===== src/rtl/clock_div_prog.sv =====
// Programmable clock divider with square-wave or pulse output and a
// glitch-free divisor update that takes effect only at a period boundary.
module clock_div_prog #(
  parameter int WIDTH       = 16,
  parameter int DEFAULT_DIV = 32
) (
  input  logic             clk,
  input  logic             rst_n,
  input  logic             en,
  input  logic             mode,
  input  logic             div_ld,
  input  logic [WIDTH-1:0] div_in,
  output logic             clk_out,
  output logic             tick,
  output logic             div_ack,
  output logic             pend,
  output logic [WIDTH-1:0] div_cur
);

  localparam logic [WIDTH-1:0] DEF_DIV = WIDTH'(DEFAULT_DIV);
  localparam logic [WIDTH-1:0] MIN_DIV = WIDTH'(2);
  localparam logic [WIDTH-1:0] ONE     = WIDTH'(1);

  logic [WIDTH-1:0] cnt_q, cnt_d;
  logic [WIDTH-1:0] div_cur_q, div_cur_d;
  logic [WIDTH-1:0] pend_val_q, pend_val_d;
  logic             pend_q, pend_d;
  logic             ack_q, ack_d;
  logic             tick_q, tick_d;
  logic             clk_out_q, clk_out_d;

  logic [WIDTH-1:0] last_cnt;
  logic [WIDTH-1:0] half_n;
  logic [WIDTH-1:0] div_in_clamped;
  logic             wrap;
  logic             xfer;

  always_comb begin
    last_cnt       = div_cur_q - ONE;
    // >= rather than == so a corrupted counter can never run past N-1
    wrap           = en && (cnt_q >= last_cnt);
    xfer           = pend_q && (wrap || !en);
    div_in_clamped = (div_in < MIN_DIV) ? MIN_DIV : div_in;

    cnt_d      = cnt_q;
    div_cur_d  = div_cur_q;
    pend_val_d = pend_val_q;
    pend_d     = pend_q;
    ack_d      = 1'b0;

    if (en) begin
      cnt_d = wrap ? '0 : cnt_q + ONE;
    end

    if (xfer) begin
      div_cur_d = pend_val_q;
      pend_d    = 1'b0;
      ack_d     = 1'b1;
      cnt_d     = '0;
    end

    // A new load after the transfer logic: a coincident load stays pending
    if (div_ld) begin
      pend_val_d = div_in_clamped;
      pend_d     = 1'b1;
    end

    tick_d    = wrap;
    half_n    = (div_cur_d >> 1) + {{(WIDTH-1){1'b0}}, div_cur_d[0]};
    clk_out_d = mode ? tick_d : (cnt_d >= half_n);
  end

  always_ff @(posedge clk) begin
    if (!rst_n) begin
      cnt_q      <= '0;
      div_cur_q  <= DEF_DIV;
      pend_val_q <= '0;
      pend_q     <= 1'b0;
      ack_q      <= 1'b0;
      tick_q     <= 1'b0;
      clk_out_q  <= 1'b0;
    end else begin
      cnt_q      <= cnt_d;
      div_cur_q  <= div_cur_d;
      pend_val_q <= pend_val_d;
      pend_q     <= pend_d;
      ack_q      <= ack_d;
      tick_q     <= tick_d;
      clk_out_q  <= clk_out_d;
    end
  end

  assign clk_out = clk_out_q;
  assign tick    = tick_q;
  assign div_ack = ack_q;
  assign pend    = pend_q;
  assign div_cur = div_cur_q;

endmodule


===== config.mk =====
export PLATFORM = sky130hd
export DESIGN_NAME = clock_div_prog
export DESIGN_NICKNAME = d
export VERILOG_FILES = /design/src/rtl/clock_div_prog.sv
export SDC_FILE = /design/constraint.sdc
export NUM_CORES = 1
export LEC_CHECK = 0
export CORE_MARGIN = 2
export CORE_UTILIZATION = 53
export CTS_BUF_LIST = sky130_fd_sc_hd__clkbuf_4
export CTS_CLUSTER_SIZE = 40
export DETAILED_ROUTE_END_ITERATION = 8
export HOLD_SLACK_MARGIN = 0.1
export PLACE_DENSITY = 0.79
export SLEW_MARGIN = 20
export SYNTH_ARGS = -nofsm -noshare
export SYNTH_HDL_FRONTEND = slang
export SYNTH_SLANG_ARGS = --single-unit

===== constraint.sdc =====
create_clock -name clk -period 5.75 [get_ports clk]
set_input_delay 1.15 -clock clk [delete_from_list [all_inputs] [get_ports clk]]
set_output_delay 1.15 -clock clk [all_outputs]
set_load 0.02 [all_outputs]

Run 1, signal wires on met1:
Scale bar: 20 um. Supply wires on this layer in gray.
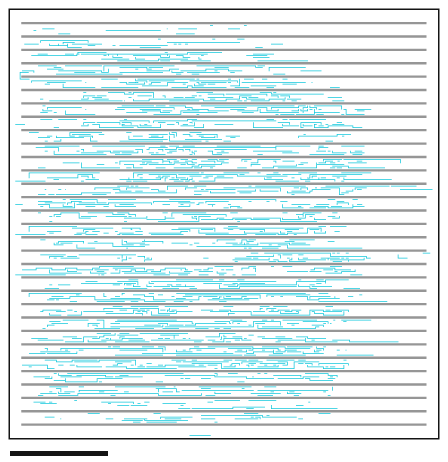
longest straight run = 26.2 um
wire length on this layer = 4220 um
DR vias: 3340
Post-Route WL: 9628 um
met1 global-route usage: 32.22%

Run 1, met2 routing:
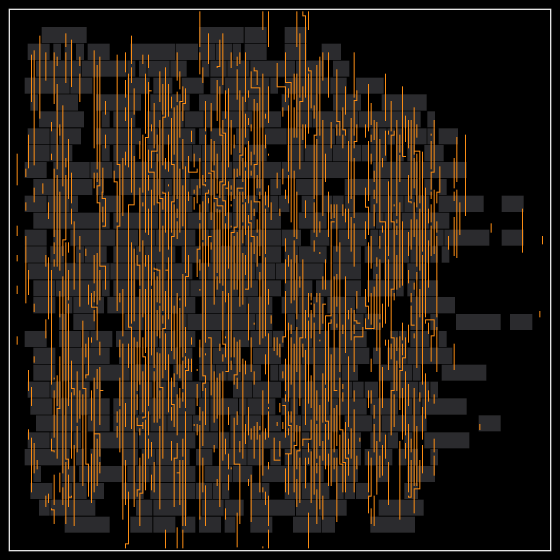
nets with wire on the layer = 472
wire length on this layer = 4690 um
main direction = vertical
longest straight run = 42.5 um
met2 Usage GRT: 41.08%

Run 1, metal 3:
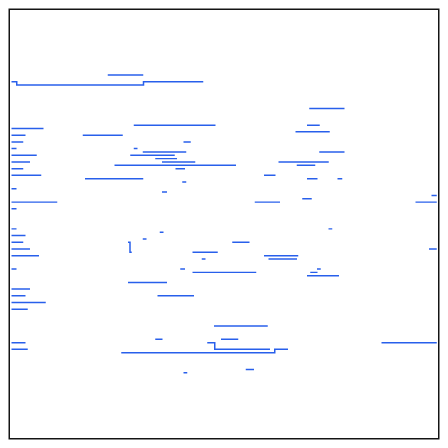
nets with wire on the layer = 56
wire length on this layer = 399 um
main direction = horizontal
share of all routed wire = 4.1%
longest straight run = 31.0 um
GR Util met3: 4.171%

Run 1, M4 wires:
Supply wires on this layer in gray.
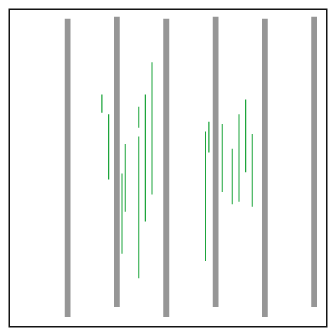
wire length on this layer = 318 um
nets with wire on the layer = 14
share of all routed wire = 3.3%
longest straight run = 38.8 um

==> reports/results.tsv, run 1 <==
stage	metric	value	unit
logic_synthesis	synth.yosys.warnings	0	
logic_synthesis	syn-cell-area	3650	um2
clock_tree	cts.clk_slew.worst_paths	0.17	ns
cells_and_area	area_delta_synth_final	24.17	%
clock_tree	postCtsSetupBuffers	2	
floorplanning	chip_area	7566	um2
logic_synthesis	simple_gate_area_share	24.85	%
final_timing	fin_crit_sh	98.49	%
logic_synthesis	floorplan.nets	502	
power_and_ir_drop	swShare	26.13	%
placement	gp_congestion	0.9029	
logic_synthesis	synthTopLogicFamily	simple AND/OR/NAND/NOR gates	
final_timing	hold_viol	0	
logic_synthesis	top_cell	nor2_1	
global_routing	antenna_found_initial	0	
final_timing	slew_violations	0	
drt	detail_route.wl_per_cell	16.74	um
floorplanning	initial_core_util	54.32	%
logic_synthesis	yosysChipArea	3650	um2
floorplanning	die_w	86.99	um
logic_synthesis	ys_sh_mux	9.153	%
global_routing	overflow	0	
placement	dp.final_hpwl	6951	um
cells_and_area	layout.nets	551	
logic_synthesis	synth_area_per_cell	8.202	um2
clock_tree	clk_path_buf_depth	2	
drt	dr.pass1.iters	4	
setup_path	endpoint_kind	flip-flop	
placement	pre_cts_ws	-0.2209	ns
final_timing	tightest_slew	1.033	ns
logic_synthesis	yosysSeqAreaShare	28.52	%
power_and_ir_drop	p_int	0.0006185	W
drt	drt-initial-drc-count	183	
logic_synthesis	ys_async_sr_fraction	0	%
cells_and_area	lay_top_count	nor2_1	
clock_tree	hold_buffers	0	
power_and_ir_drop	p_leak	1.873	nW
power_and_ir_drop	pwr-share-comb	17.2	%
global_routing	grt_use_total	24.76	%
power_and_ir_drop	vdd_drop_max	0.1142	mV
power_and_ir_drop	p_total	0.0008372	W
setup_path	critical_path.slowest_cell	or4_4	
logic_synthesis	yosysTopAreaCell	dfxtp_1	
global_routing	grt_pass1_wl	14770	um
logic_synthesis	synth_stat.cells	445	
power_and_ir_drop	clockPowerShare	36.6	%
run_status	status	finished, final reports clean	
setup_path	arrival	5.95	ns
final_timing	fin_crit	5.663	ns
global_routing	grt_pass1_vias	3150	
floorplanning	die_height	86.99	um
logic_synthesis	synth-seq-cells	52	
setup_path	worstSetupPathType	reg -> reg	
clock_tree	cts_buffers	5	
floorplanning	placementRows	30	
power_and_ir_drop	powerClk	0.000307	W
logic_synthesis	ff_type	dfxtp_1	
setup_path	cp_max_fo	3	
run	warning_count	27	
setup_path	slowest_delay	0.53	ns
floorplanning	pin_count	41	
logic_synthesis	top_cells_by_count	nor2_1 (85), dfxtp_1 (52), ha_1 (36), nand2_1 (31), mux2i_1 (30)	
clock_tree	cts_sinks	52	
logic_synthesis	synthCells	445	
final_timing	slew_headroom	30.66	%
setup_path	path_delay_family	simple AND/OR/NAND/NOR gates	
## run 1: worst register-to-register path, stage by stage, from the launching register on
cell	delay [ns]
dfxtp_2	0.35
or4_4	0.53
or4_4	0.53
nor2_4	0.16
nand2_1	0.13
xor2_1	0.18
ha_1	0.31
nand4_1	0.16
nor4_2	0.35
a32oi_2	0.18
a31oi_4	0.25
buf_4	0.16
mux2_2	0.37
ha_4	0.19
inv_4	0.07
nor2_4	0.05
nand4_1	0.11
xor2_1	0.15
nor2_1	0.06
a21oi_1	0.17
ha_1	0.27
a21o_1	0.17
a211o_1	0.35
a2111oi_4	0.23
a221oi_2	0.09
## run 1: metal layers
metal | vias up | part of all wire [%] | global-route usage [%]
met5 | - | 0 | 0
met4 | 0 | 3.3 | 9.091
met3 | 33 | 4.1 | 4.171
met2 | 98 | 49 | 41.08
met1 | 1584 | 44 | 32.22
li1 | 1625 | - | -
## run 1: final timing paths
path,from,to,slack [ns],cells after the start
setup / recovery,div_cur[5],clk_out,0.09,24
hold / removal,pend_val_q[0],pend_val_q[0],0.50,2
hold reg to reg,pend_val_q[0],pend_val_q[0],0.50,2
setup reg to reg,div_cur[5],clk_out,0.09,24
## run 1: layout make-up
type	count	area, um2
flip-flops and latches	52	1042
clock inverters	3	90.09
repair buffers	67	603.1
inverters	11	43.79
fillers	520	2187
well taps	80	100.1
multi-input cells	357	2615
clock buffers	5	37.54
## run 1: state kept, by name, summed over array words and instances, names as in the netlist
signal,flops
pend,1
clk_out,1
div_ack,1
pend_val_q,16
tick,1
cnt_q,16
div_cur,16
## run 1: stage by stage
stage,hold slack [ns],area [um2],TNS (ns)
after floorplan,0.4470,3650,0
after global placement,0.4771,4187,0
after detailed placement,0.4753,4187,-0.2209
after CTS,0.4971,4355,0
after global routing,0.5279,4532,-0.1649
final,0.5048,4532,0
Run 1, routing congestion:
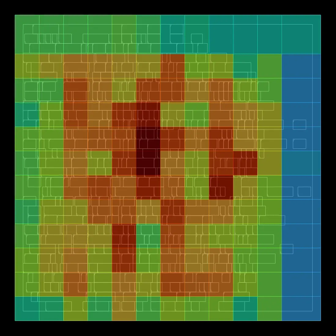

## Run 2: what changed since run 1
Settings changed: CAP_MARGIN from default to 20, CORE_MARGIN 2 to default, CTS_BUF_LIST sky130_fd_sc_hd__clkbuf_4 to sky130_fd_sc_hd__clkbuf_4 sky130_fd_sc_hd__clkbuf_8.
Run 2, routing congestion:
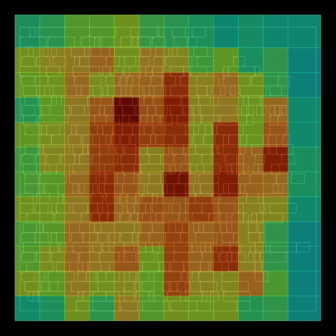
fin util: 68.83%
global route hottest layer: met2
GR Util met3: 3.794%
WL per Instance: 16.55 um
met2 Usage GRT: 45.97%

Run 2, metal 3:
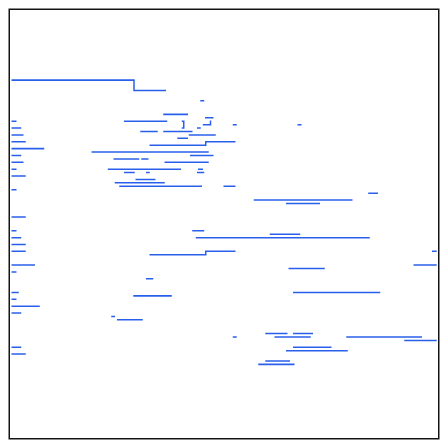
longest straight run = 34.3 um
main direction = horizontal
nets with wire on the layer = 61
share of all routed wire = 4.5%
DR vias: 3329
Post-Route WL: 9451 um

==> reports/results.tsv, run 2 <==
stage	metric	value	unit
drt	drt-initial-drc-count	129	
clock_tree	htreeDepth	2	
power_and_ir_drop	power.density	170.0	nW/um2
clock_tree	cts_buffers	5	
clock_tree	ctsResizeCount	8	
floorplanning	placementRows	29	
final_timing	fmax	175.2	MHz
setup_path	arrival	5.89	ns
floorplanning	chip_area	7222	um2
worst_hold_path	worstHoldStart	pend_val_q[0]	
logic_synthesis	yosysSeqAreaShare	28.52	%
cells_and_area	fin_cells	571	
cells_and_area	final_area	4471	um2
drt	drc_errors	0	
global_routing	grt_use_total	26.08	%
setup_path	startpoint_type	flip-flop	
floorplanning	die_height	84.99	um
final_timing	hold_viol	0	
setup_path	worstSetupPathType	reg -> reg	
logic_synthesis	top_area_share	28.52	%
placement	place_area	4198	um2
placement	dp.final_hpwl	7078	um
final_timing	finalSetupViolCount	0	
clock_tree	root_buffer	clkbuf_8	
run	maxCapViolations	0	
clock_tree	cts.clk_slew.worst_paths	0.09	ns
final_timing	tightest_slew	1.022	ns
logic_synthesis	yosysChipArea	3650	um2
cells_and_area	layout.nets	550	
power_and_ir_drop	vdd_drop_max	0.1045	mV
setup_path	critical_path.slowest_cell	or4_4	
run	warning_count	27	
clock_tree	cts_tree	done	
logic_synthesis	top_cell	nor2_1	
logic_synthesis	synth_area_per_cell	8.202	um2
logic_synthesis	synth_stat.cells	445	
power_and_ir_drop	p_leak	1.849	nW
global_routing	grt_pass1_wl	15010	um
cells_and_area	layout_top_cells	nor2_1 (81), dfxtp_1 (51), clkdlybuf4s50_1 (40), ha_1 (34), nand2_1 (31)	
final_timing	finalWorstSetupSlack	0.04256	ns
global_routing	overflow	0	
logic_synthesis	top_cells_by_count	nor2_1 (85), dfxtp_1 (52), ha_1 (36), nand2_1 (31), mux2i_1 (30)	
logic_synthesis	floorplan.nets	502	
placement	place.port_buffers	40	
cells_and_area	layout-drive-gt1-share	13.36	%
setup_path	cp_max_fo	4	
global_routing	grt_pass1_vias	3126	
final_timing	holdWs	0.4965	ns
clock_tree	postCtsSetupBuffers	2	
logic_synthesis	ys_async_sr_fraction	0	%
final_timing	slew_headroom	31.44	%
floorplanning	core_area	6495	um2
clock_tree	clk_path_buf_depth	2	
placement	pre_cts_ws	-0.2467	ns
power_and_ir_drop	p_total	0.0007599	W
logic_synthesis	synth_cell_type_count	45	
drt	drt.antenna.violating_nets	0	
global_routing	antenna_found_initial	0	
worst_hold_path	hold_path_class	reg -> reg	
drt	viasPerCell	5.830	
setup_path	reg2reg_from	div_cur[5]	
logic_synthesis	ff_type	dfxtp_1	
clock_tree	hold_buffers	0	
logic_synthesis	edf_count	0	
floorplanning	pin_count	41	
final_timing	fin_crit_sh	99.26	%
cells_and_area	lay_top_count	nor2_1	
setup_path	endpoint_kind	flip-flop	
final_timing	tns	0	ns
final_timing	rsz0062_at_grt	true	
setup_path	crit_top_cell	nor2_4	
clock_tree	worstSkewPairLatency	0.31	ns
cells_and_area	area_delta_synth_final	22.49	%
setup_path	slowest_delay	0.54	ns
floorplanning	die_w	84.99	um
cells_and_area	n_fill_cell	508	
setup_path	crit_start	div_cur[5]	
final_timing	slew_violations	0	
logic_synthesis	yosysTopAreaCell	dfxtp_1	
final_timing	fin_crit	5.707	ns
logic_synthesis	synth.yosys.warnings	0	
drt	dr.pass1.iters	5	
final_timing	skew	0.009513	ns
logic_synthesis	top_cells_by_area	dfxtp_1 (29%), ha_1 (12%), nor2_1 (8.7%), mux2i_1 (8.2%), xnor2_1 (6.7%)	
global_routing	grt_max_degree	38	
floorplanning	initial_core_util	56.19	%
logic_synthesis	synthCells	445	
logic_synthesis	synth-seq-cells	52	
setup_path	worstPathRequired	5.93	ns
placement	dp_cells	560	
run_status	status	finished, final reports clean	
logic_synthesis	syn-cell-area	3650	um2
cells_and_area	diodes	0	
clock_tree	cts_sinks	52	
placement	gp_congestion	0.8821	
Run 2, signal wires on met1:
Scale bar: 20 um. Supply wires on this layer in gray.
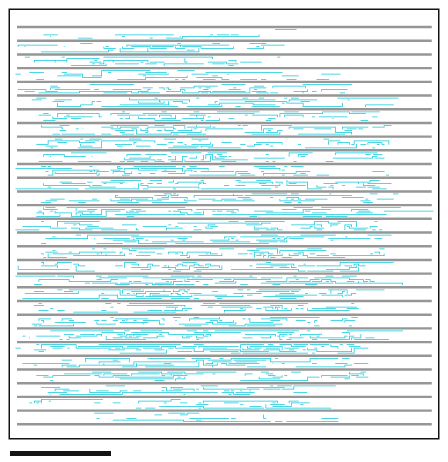
nets with wire on the layer = 509
longest straight run = 34.5 um
wire length on this layer = 4220 um
main direction = horizontal
share of all routed wire = 45%
met1 global-route usage: 33.37%

run 2: power by group:
part           switching (W)  leakage (nW)  internal, W
combinational      0.0000784          1.37    0.0000697
sequential         0.0000148         0.423     0.000371
clock               0.000127        0.0516    0.0000987
total               0.000220          1.85     0.000540
run 2: cell type report:
type | instances | area [um2] | area share, %
flip-flops and latches | 52 | 1042 | 23.31
multi-input cells | 357 | 2595 | 58.05
repair buffers | 66 | 599.3 | 13.41
well taps | 77 | 96.34 | 2.155
inverters | 11 | 41.29 | 0.9236
clock inverters | 2 | 13.76 | 0.3079
clock buffers | 6 | 82.58 | 1.847
run 2: worst paths after layout:
check                                endpoint  slack (ns)  depth (start not counted)
worst max register to register        clk_out        0.04                         28
worst max-delay path                  clk_out        0.04                         28
worst min-delay path            pend_val_q[0]        0.50                          2
worst min register to register  pend_val_q[0]        0.50                          2
run 2: cells by family (layout without fill, tap and decap cells):
kind of cell | count (synthesis) | count (layout) | synth area share (%)
simple gates | 190 | 190 | 24.85
xor+xnor | 52 | 52 | 12.48
buf+inv | 36 | 85 | 4.696
fa+ha+maj | 36 | 36 | 12.34
mux | 33 | 33 | 9.153
flops | 52 | 52 | 28.52
compound gates | 46 | 46 | 7.953
run 2: critical path: cells and delay by family (launching register included):
kind	cells	cell delay, ns
xor+xnor	2	0.24
buf+inv	2	0.23
compound gates	8	1.47
flops	1	0.33
mux	1	0.17
fa+ha+maj	3	0.70
simple gates	12	2.40
run 2: routing by layer:
layer,share of wire [%],global-route usage (%),wire (um),up-vias
li1,-,-,-,1623
met1,45,33.37,4215,1572
met2,49,45.97,4607,111
met3,4.4,3.794,420,23
met4,2.2,6.626,208,0
met5,0,0,0,-
Power figures rest on the tool's default switching activity, not on a simulated workload.
